$ cat config.mk
export PLATFORM = sky130hd
export DESIGN_NAME = core_pool_assignment
export DESIGN_NICKNAME = d
export VERILOG_FILES = /design/src/rtl/core_pool_assignment.sv
export SDC_FILE = /design/constraint.sdc
export NUM_CORES = 1
export LEC_CHECK = 0
export CORE_MARGIN = 8
export CORE_UTILIZATION = 30
export CTS_BUF_LIST = sky130_fd_sc_hd__clkbuf_8
export CTS_CLUSTER_SIZE = 8
export DETAILED_ROUTE_END_ITERATION = 8
export GPL_TIMING_DRIVEN = 0
export RECOVER_POWER = 25
export SLEW_MARGIN = 20
export SYNTH_ARGS = -nofsm -noshare
export SYNTH_HDL_FRONTEND = slang
export SYNTH_SLANG_ARGS = --single-unit
$ cat constraint.sdc
create_clock -name clk -period 5.2 [get_ports clk]
set_input_delay 0.78 -clock clk [delete_from_list [all_inputs] [get_ports clk]]
set_output_delay 0.78 -clock clk [all_outputs]
set_load 0.01 [all_outputs]
$ cat src/rtl/core_pool_assignment.sv
// Core pool allocator: bitmap of busy cores, offers one free core per cycle
// (round-robin or lowest-first), accepts out-of-order releases by ID.
module core_pool_assignment #(
    parameter  int CORES       = 4,
    parameter  int ROUND_ROBIN = 1,
    localparam int ID_W        = $clog2(CORES),
    localparam int CNT_W       = $clog2(CORES + 1)
) (
    input  logic              clk,
    input  logic              reset,
    output logic              core_valid,
    output logic [ID_W-1:0]   core_id,
    input  logic              core_request,
    input  logic              core_release,
    input  logic [ID_W-1:0]   released_core_id,
    output logic [CORES-1:0]  busy_mask,
    output logic [CNT_W-1:0]  busy_count,
    output logic              release_error
);

    localparam int unsigned NC  = CORES;
    localparam int unsigned EXT = 1 << ID_W;

    logic [CORES-1:0] busy_q, busy_d;
    logic [ID_W-1:0]  rr_q, rr_d;
    logic [CNT_W-1:0] cnt_q, cnt_d;
    logic             err_q, err_d;

    logic [EXT-1:0]   busy_ext, busy_ext_d;
    logic             found;
    logic [ID_W-1:0]  pick;
    logic             grant, rel_ok;
    int unsigned      idx;

    always_comb begin
        // IDs at or above CORES read as "not busy" for release but are never searched,
        // so out-of-range releases fall out as illegal and are never offered.
        busy_ext              = '0;
        busy_ext[CORES-1:0]   = busy_q;

        found = 1'b0;
        pick  = '0;
        idx   = 0;
        for (int unsigned i = 0; i < NC; i++) begin
            idx = i;
            if (ROUND_ROBIN != 0) idx = idx + 32'(rr_q);
            if (idx >= NC) idx = idx - NC;
            if (!found && !busy_ext[ID_W'(idx)]) begin
                found = 1'b1;
                pick  = ID_W'(idx);
            end
        end

        grant  = found & core_request;
        rel_ok = core_release & busy_ext[released_core_id];

        busy_ext_d = busy_ext;
        if (grant)  busy_ext_d[pick]             = 1'b1;
        if (rel_ok) busy_ext_d[released_core_id] = 1'b0;
        busy_d = busy_ext_d[CORES-1:0];

        rr_d = rr_q;
        if (grant) rr_d = (32'(pick) == NC - 1) ? '0 : pick + ID_W'(1);

        cnt_d = cnt_q;
        case ({grant, rel_ok})
            2'b10:   cnt_d = cnt_q + CNT_W'(1);
            2'b01:   cnt_d = cnt_q - CNT_W'(1);
            default: cnt_d = cnt_q;
        endcase

        err_d = core_release & ~rel_ok;
    end

    always_ff @(posedge clk) begin
        if (reset) begin
            busy_q <= '0;
            rr_q   <= '0;
            cnt_q  <= '0;
            err_q  <= 1'b0;
        end else begin
            busy_q <= busy_d;
            rr_q   <= rr_d;
            cnt_q  <= cnt_d;
            err_q  <= err_d;
        end
    end

    assign core_valid    = ~&busy_q;
    assign core_id       = core_valid ? pick : '0;
    assign busy_mask     = busy_q;
    assign busy_count    = cnt_q;
    assign release_error = err_q;

endmodule

run_1/layer_met1.png
Supply wires on this layer in grey.
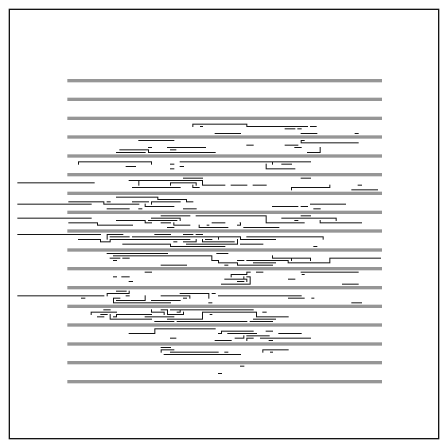
wire length on this layer = 743 um
nets with wire on the layer = 82

run_1/layer_met2.png
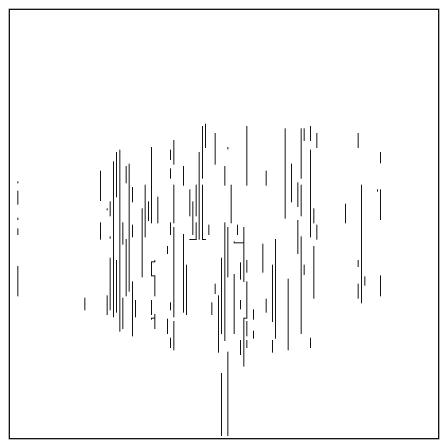
nets with wire on the layer = 81
longest straight run = 26.2 um

==> Table 3: Implementation characteristics, run 1 <==
Summary of implementation characteristics

Parameter                              Value

Final layout
  Final net count .................. 96
  Non-Clock Buffer Area Fraction .................. 19.38%
  Flop count .................. 10
  Inverters .................. 2
  Count of plain and timing-repair buffers .................. 17
  Growth of design area from synthesis to finish .................. 34.85%
  Sequential cell area share .................. 23.49%
  Sequential cell area .................. 200.2 um2
  # fillers .................. 197
  Top logic cell by instance count in the layout .................. clkdlybuf4s50_1
  Number of inserted diodes .................. 0
  Clock tree buffer count of the final layout .................. 3

Routing
  Met2 wirelength from detailed routing .................. 587 um
  Highest routed layer .................. met4
  Final routed DRC violation total .................. 0
  Final wirelength .................. 1.484 mm

Hold path
  Hold Path End .................. busy_count[2]

Clock network
  Clock sink count .................. 10
  Buffer levels on the longest clock path .................. 2
  CTS Root Cell .................. clkbuf_8
  CTS H-tree depth .................. 1

Power and ir drop
  Psw .................. 92.20 uW
  Switching share of total power .................. 31.88%
  Pwr Total .................. 289.2 uW

Floorplan
  Standard-cell row count .................. 16
  Height of the die .................. 61.90 um

Synth
  Post-synth top area cell .................. dfxtp_1
  Syn avg cell area .................. 9.873 um2

Global routing
  Met2 usage .................. 13.00%

Worst setup path
  Worst reg-to-reg setup slack .................. 2.87 ns
  Cell chain of the critical path .................. clkdlybuf4s50_1 -> mux4_2 -> and2_1 -> ha_1 -> fa_1 -> xnor2_1 -> or3_1 -> a21oi_1
  Endpoint class of the critical path .................. flip-flop
  Critical path class .................. in -> reg

Final timing
  Maximum clock rate .................. 326.8 MHz

Placement
  Placed standard-cell area .................. 815.8 um2

Outcome
  Status .................. completed
run_1/layer_met3.png
Bar = 20 um.
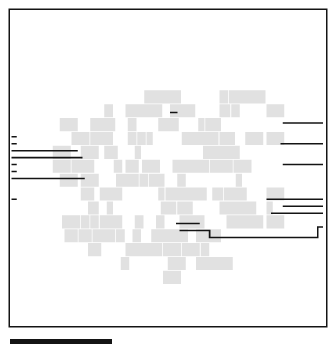
share of all routed wire = 8.9%
longest straight run = 21.2 um
wire length on this layer = 132 um
nets with wire on the layer = 16
main direction = horizontal

run_1/logic_types.png
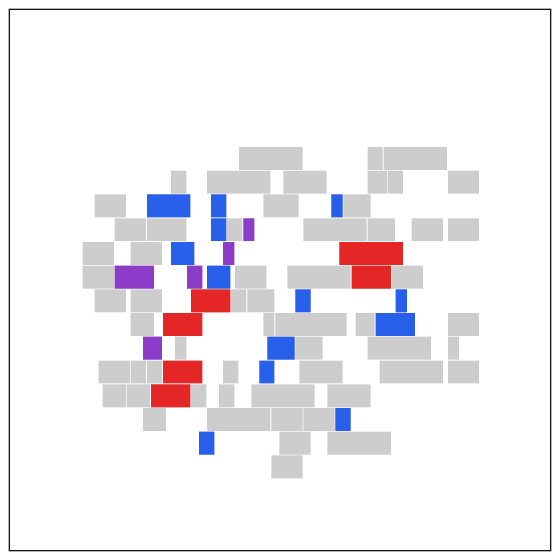
blue -> nor cells  # cells 13, most used nor3_1, where centre
purple -> nand cells  # cells 5, most used nand2_1
red -> fa/ha/maj cells  # cells 6, most used ha_1

-- run 1: cell families (layout without fill, tap and decap cells) --
| family | Yosys count | after routing | synth area share [%] |
|---|---|---|---|
| simple gates | 23 | 23 | 26.14 |
| mux | 2 | 2 | 5.148 |
| xor+xnor | 2 | 2 | 2.773 |
| buf+inv | 4 | 22 | 3.563 |
| flops | 10 | 10 | 31.68 |
| fa+ha+maj | 6 | 6 | 13.07 |
| compound gates | 17 | 17 | 17.62 |
-- run 1: power groups by stage --
stage	sequential (mW)	combinational, mW	clock (mW)
2_1_floorplan	0.106	0.0643	0
3_3_place_gp	0.106	0.109	0
3_5_place_dp	0.106	0.109	0
4_1_cts	0.105	0.110	0.0791
5_1_grt	0.107	0.119	0.0837
6_report	0.105	0.107	0.0768
## Run 2: what changed since run 1
Clock period 5.2 ns to 3 ns, I/O delays scaled along.
run_2/layer_met1.png
Supply wires on this layer in grey.
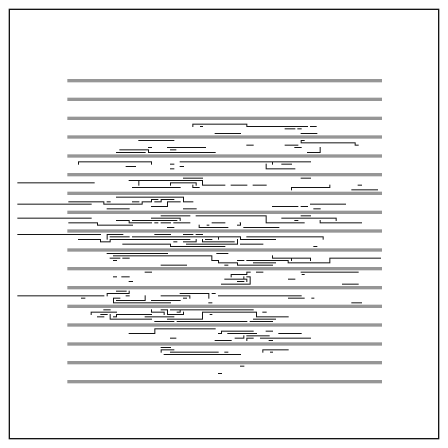
share of all routed wire = 50%
longest straight run = 18.9 um
nets with wire on the layer = 82
wire length on this layer = 746 um
main direction = horizontal

==> run 2 against run 1 <==
Compared with the run above:
- final cell count is the same
- register-to-register slack worse by 2.2 ns
- sequential power increased by 73%
- routed wire length grew 0.20%
- synthesized area is the same
- first-iteration DRC count did not move
- hold slack got worse by 0.0034 ns
- global-route usage is the same
- core utilization increased by 0.25 points
- sequential share of layout area down 0.14 points
- combinational power increased by 75%
- largest cell class unchanged
==> Table 3: Implementation characteristics, run 2 <==
Summary of implementation characteristics

Parameter                              Value

Final layout
  Number of inserted diodes .................. 0
  Fraction of final layout cells with drive strength greater than 1 .................. 13.41%
  Most frequently placed logic cells in the final layout .................. clkdlybuf4s50_1 (11), dfxtp_1 (10), a21oi_1 (7)
  Growth of design area from synthesis to finish .................. 35.64%
  Top logic cell by instance count in the layout .................. clkdlybuf4s50_1
  Final net count .................. 96
  Number of flip-flops in the largest register .................. 4

Worst setup path
  Cell chain of the critical path .................. clkdlybuf4s50_1 -> mux4_2 -> and2_1 -> ha_1 -> fa_1 -> xnor2_1 -> or3_1 -> a21oi_1
  Critical path class .................. in -> reg
  Critical path arrival .................. 2.89 ns
  Endpoint class of the critical path .................. flip-flop
  Number of buffers and inverters on the critical path .................. 1
  Largest incremental delay on the critical path .................. 0.55 ns
  Worst reg-to-reg setup slack .................. 0.67 ns
  R2R cell count .................. 7

Final timing
  Transition time of the tightest slew-check pin .................. 0.4711 ns
  Unrepaired setup endpoints after global routing .................. no
  Maximum clock rate .................. 366.3 MHz
  Final WS setup .................. 0.2697 ns
  Min Hold Slack .................. 0.4827 ns
  Worst slew margin relative to its limit .................. 68.59%
  Crit share post-route .................. 91.01%
  Final tally of setup violations .................. 0
  Final slew viol count .................. 0

Routing
  Final wirelength .................. 1.487 mm
  DRT met1 WL .................. 745 um
  Initial detailed-routing violation count .................. 8
  Met2 wirelength from detailed routing .................. 587 um
  Final routed DRC violation total .................. 0
  Highest routed layer .................. met4
  Pre-antenna DRT Iters .................. 3

Global routing
  Met3 track utilization from global routing .................. 3.498%
  Overall routing resource usage .................. 8.687%
  Number of antenna violations at the first check in global routing .................. 0
  Met2 usage .................. 13.00%
  First-pass GRT wire length .................. 2.449 mm

Power and ir drop
  P_int .................. 341.2 uW
  Flip-flop and latch power .................. 182 uW
  Pwr Total .................. 502.1 uW
  Switching share of total power .................. 32.04%
  Pwr top .................. combinational cells
  Clock distribution power .................. 133 uW
  Psw .................. 160.9 uW
  Power attributed to combinational cells .................. 187 uW
  Worst vdd ir .................. 0.0002392 V

Synth
  Most instantiated cells after synthesis .................. dfxtp_1 (10), a21oi_1 (7), nor3_1 (6)
  Dominant non-sequential cell family after synthesis .................. simple AND/OR/NAND/NOR gates
  Area share of and/or/nand/nor cells after synthesis .................. 26.14%
  Post-Synthesis Cells .................. 64
  Post-synthesis xor/xnor area fraction .................. 2.772%
  Complex Gates by Area .................. 17.62%
  FFs w/ async S/R, synth .................. 0%
  Count leader, synth .................. dfxtp_1
  Share of synthesized area spent on multiplexers .................. 5.149%
  Syn avg cell area .................. 9.873 um2
  Area share of fa/ha/maj cells after synthesis .................. 13.07%
  Count of cell types in the netlist .................. 32
  Yosys stat cell total .................. 64
  Post-synth area from yosys stat .................. 631.9 um2
  Sequential fraction of the synthesis area .................. 31.68%
  Yosys warning total .................. 0
  Most used flip-flop cell .................. dfxtp_1
  Post-synth top area cell .................. dfxtp_1

Clock network
  Post-CTS setup buffer count .................. 0
  Clock sink count .................. 10
  # resized after CTS .................. 0
  Buffer levels on the longest clock path .................. 2
  CTS Root Cell .................. clkbuf_8
  TritonCTS clock tree .................. yes
  Latest clock arrival within the worst-skew pair .................. 0.23 ns
  CTS H-tree depth .................. 1

Floorplan
  Standard-cell row count .................. 16
  DIE WIDTH .................. 61.90 um
  Height of the die .................. 61.90 um
  Chip Area .................. 0.003831 mm2

Hold path
  Worst Min Path Start .................. busy_count[2]
  Hold Path End .................. busy_count[2]
  Class of the tightest hold or removal check .................. reg -> reg
  Worst hold path stage count .................. 2

Outcome
  Status .................. completed

Placement
  Cell count after placement .................. 106
  Placed wire-length estimate after detailed placement .................. 1.121 mm
  Placed standard-cell area .................. 815.8 um2
run_2/layer_met3.png
Bar = 20 um.
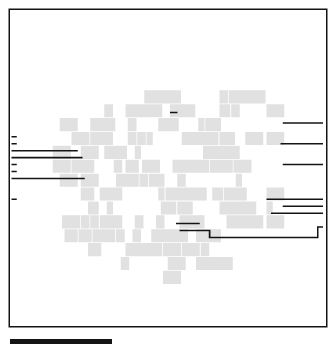
share of all routed wire = 8.9%
nets with wire on the layer = 16
longest straight run = 21.2 um

-- run 2: cell counts after synthesis --
No cell type changed its count.
-- run 2: how the worst max path moves through the flow --
| stage | end | slack (ns) | cells past startpoint |
|---|---|---|---|
| after floorplan | busy_count[2] | 0.69 | 7 |
| after global placement | busy_count[2] | 0.04 | 8 |
| after detailed placement | busy_count[2] | 0.04 | 8 |
| after CTS | busy_count[2] | 0.27 | 8 |
| after global routing | busy_count[2] | 0.13 | 8 |
| final | busy_count[2] | 0.27 | 8 |
-- run 2: layout make-up --
class	instances	area (um2)
sequential	10	200.2
clock buffer	3	41.29
tap	27	33.78
fill	196	1125
multi-input combinational	50	409.1
inverter	2	7.507
buffer	2	15.01
timing repair buffer	15	150.1
run_2/layer_met2.png
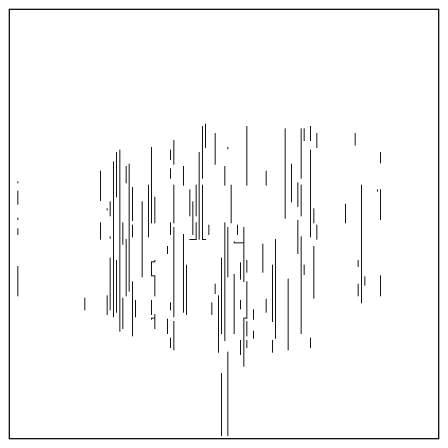

## Run 3: what changed since run 2
Settings changed: MAX_ROUTING_LAYER set to met4.
run_3/layer_met2.png
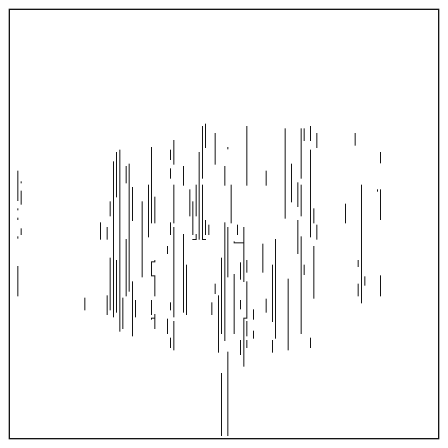
share of all routed wire = 39%
main direction = vertical
wire length on this layer = 585 um
longest straight run = 26.2 um

run_3/layer_met3.png
Bar = 20 um.
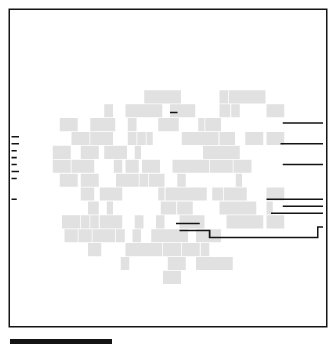
nets with wire on the layer = 16
longest straight run = 21.2 um

==> run 3 against run 2 <==
Compared with the run above:
- flip-flop count did not move
- sequential share of layout area is the same
- synthesized cell count unchanged
- total power is essentially flat
- register-to-register slack about the same
- via count decreased by 0.36%
- sequential power hardly changed
- critical endpoint unchanged
==> Table 3: Implementation characteristics, run 3 <==
Summary of implementation characteristics

Parameter                              Value

Power and ir drop
  Psw .................. 161.1 uW
  Worst vdd ir .................. 0.0002390 V
  Switching share of total power .................. 32.07%
  P_int .................. 341.2 uW

Global routing
  Overall routing resource usage .................. 8.926%
  First-pass GRT wire length .................. 2.449 mm
  Met2 usage .................. 13.00%

Routing
  Highest routed layer .................. met4
  Pre-antenna DRT Iters .................. 4
  Met2 wirelength from detailed routing .................. 584 um
  Initial detailed-routing violation count .................. 8
  DRT met1 WL .................. 786 um
  Final wirelength .................. 1.487 mm

Floorplan
  Height of the die .................. 61.90 um
  Well Taps .................. 27

Synth
  Post-synth top area cell .................. dfxtp_1
  Post-synth area from yosys stat .................. 631.9 um2
  Yosys warning total .................. 0
  Area share of and/or/nand/nor cells after synthesis .................. 26.14%
  Sequential fraction of the synthesis area .................. 31.68%
  Area share of fa/ha/maj cells after synthesis .................. 13.07%
  Post-synthesis xor/xnor area fraction .................. 2.772%
  Most instantiated cells after synthesis .................. dfxtp_1 (10), a21oi_1 (7), nor3_1 (6)
  Share of synthesized area spent on multiplexers .................. 5.149%
  Most used flip-flop cell .................. dfxtp_1

Final layout
  Final net count .................. 96
  Sequential cell area share .................. 23.36%
  Clock tree buffer count of the final layout .................. 3
  Flop count .................. 10
  Fraction of final layout cells with drive strength greater than 1 .................. 13.41%
  Sequential cell area .................. 200.2 um2
  Clock tree cell share of total cell area .................. 4.818%
  Comb/total area .................. 47.74%
  Inverters .................. 2
  Area-dominant class .................. logic gates
  Top logic cell by instance count in the layout .................. clkdlybuf4s50_1
  Growth of design area from synthesis to finish .................. 35.64%

Clock network
  CTS Root Cell .................. clkbuf_8
  CTS H-tree depth .................. 1

Final timing
  Final tally of setup violations .................. 0
  Final WS setup .................. 0.2697 ns
  Transition time of the tightest slew-check pin .................. 0.4711 ns
  Worst slew margin relative to its limit .................. 68.59%
  Min Hold Slack .................. 0.4827 ns
  Maximum clock rate .................. 366.3 MHz
  Crit share post-route .................. 91.01%

Outcome
  Status .................. completed

Hold path
  Class of the tightest hold or removal check .................. reg -> reg
run 3: cell counts in the layout (fill, tap and decap cells not counted):
Identical to the previous run, type by type.
run 3: path summary, 6_finish.rpt:
kind | start | cells past startpoint | slack, ns | to
hold reg to reg | busy_count[2] | 2 | 0.48 | busy_count[2]
setup / recovery | released_core_id[1] | 8 | 0.27 | busy_count[2]
setup reg to reg | busy_mask[2] | 7 | 0.67 | busy_count[2]
hold / removal | busy_count[2] | 2 | 0.48 | busy_count[2]
run 3: power by group through the flow:
stage	sequential, mW	combinational [mW]	clock (mW)
3_5_place_dp	0.184	0.189	0
5_1_grt	0.185	0.207	0.145
2_1_floorplan	0.184	0.111	0
6_report	0.182	0.187	0.133
4_1_cts	0.182	0.191	0.137
3_3_place_gp	0.184	0.189	0
Power is estimated from default activity; no workload was simulated.
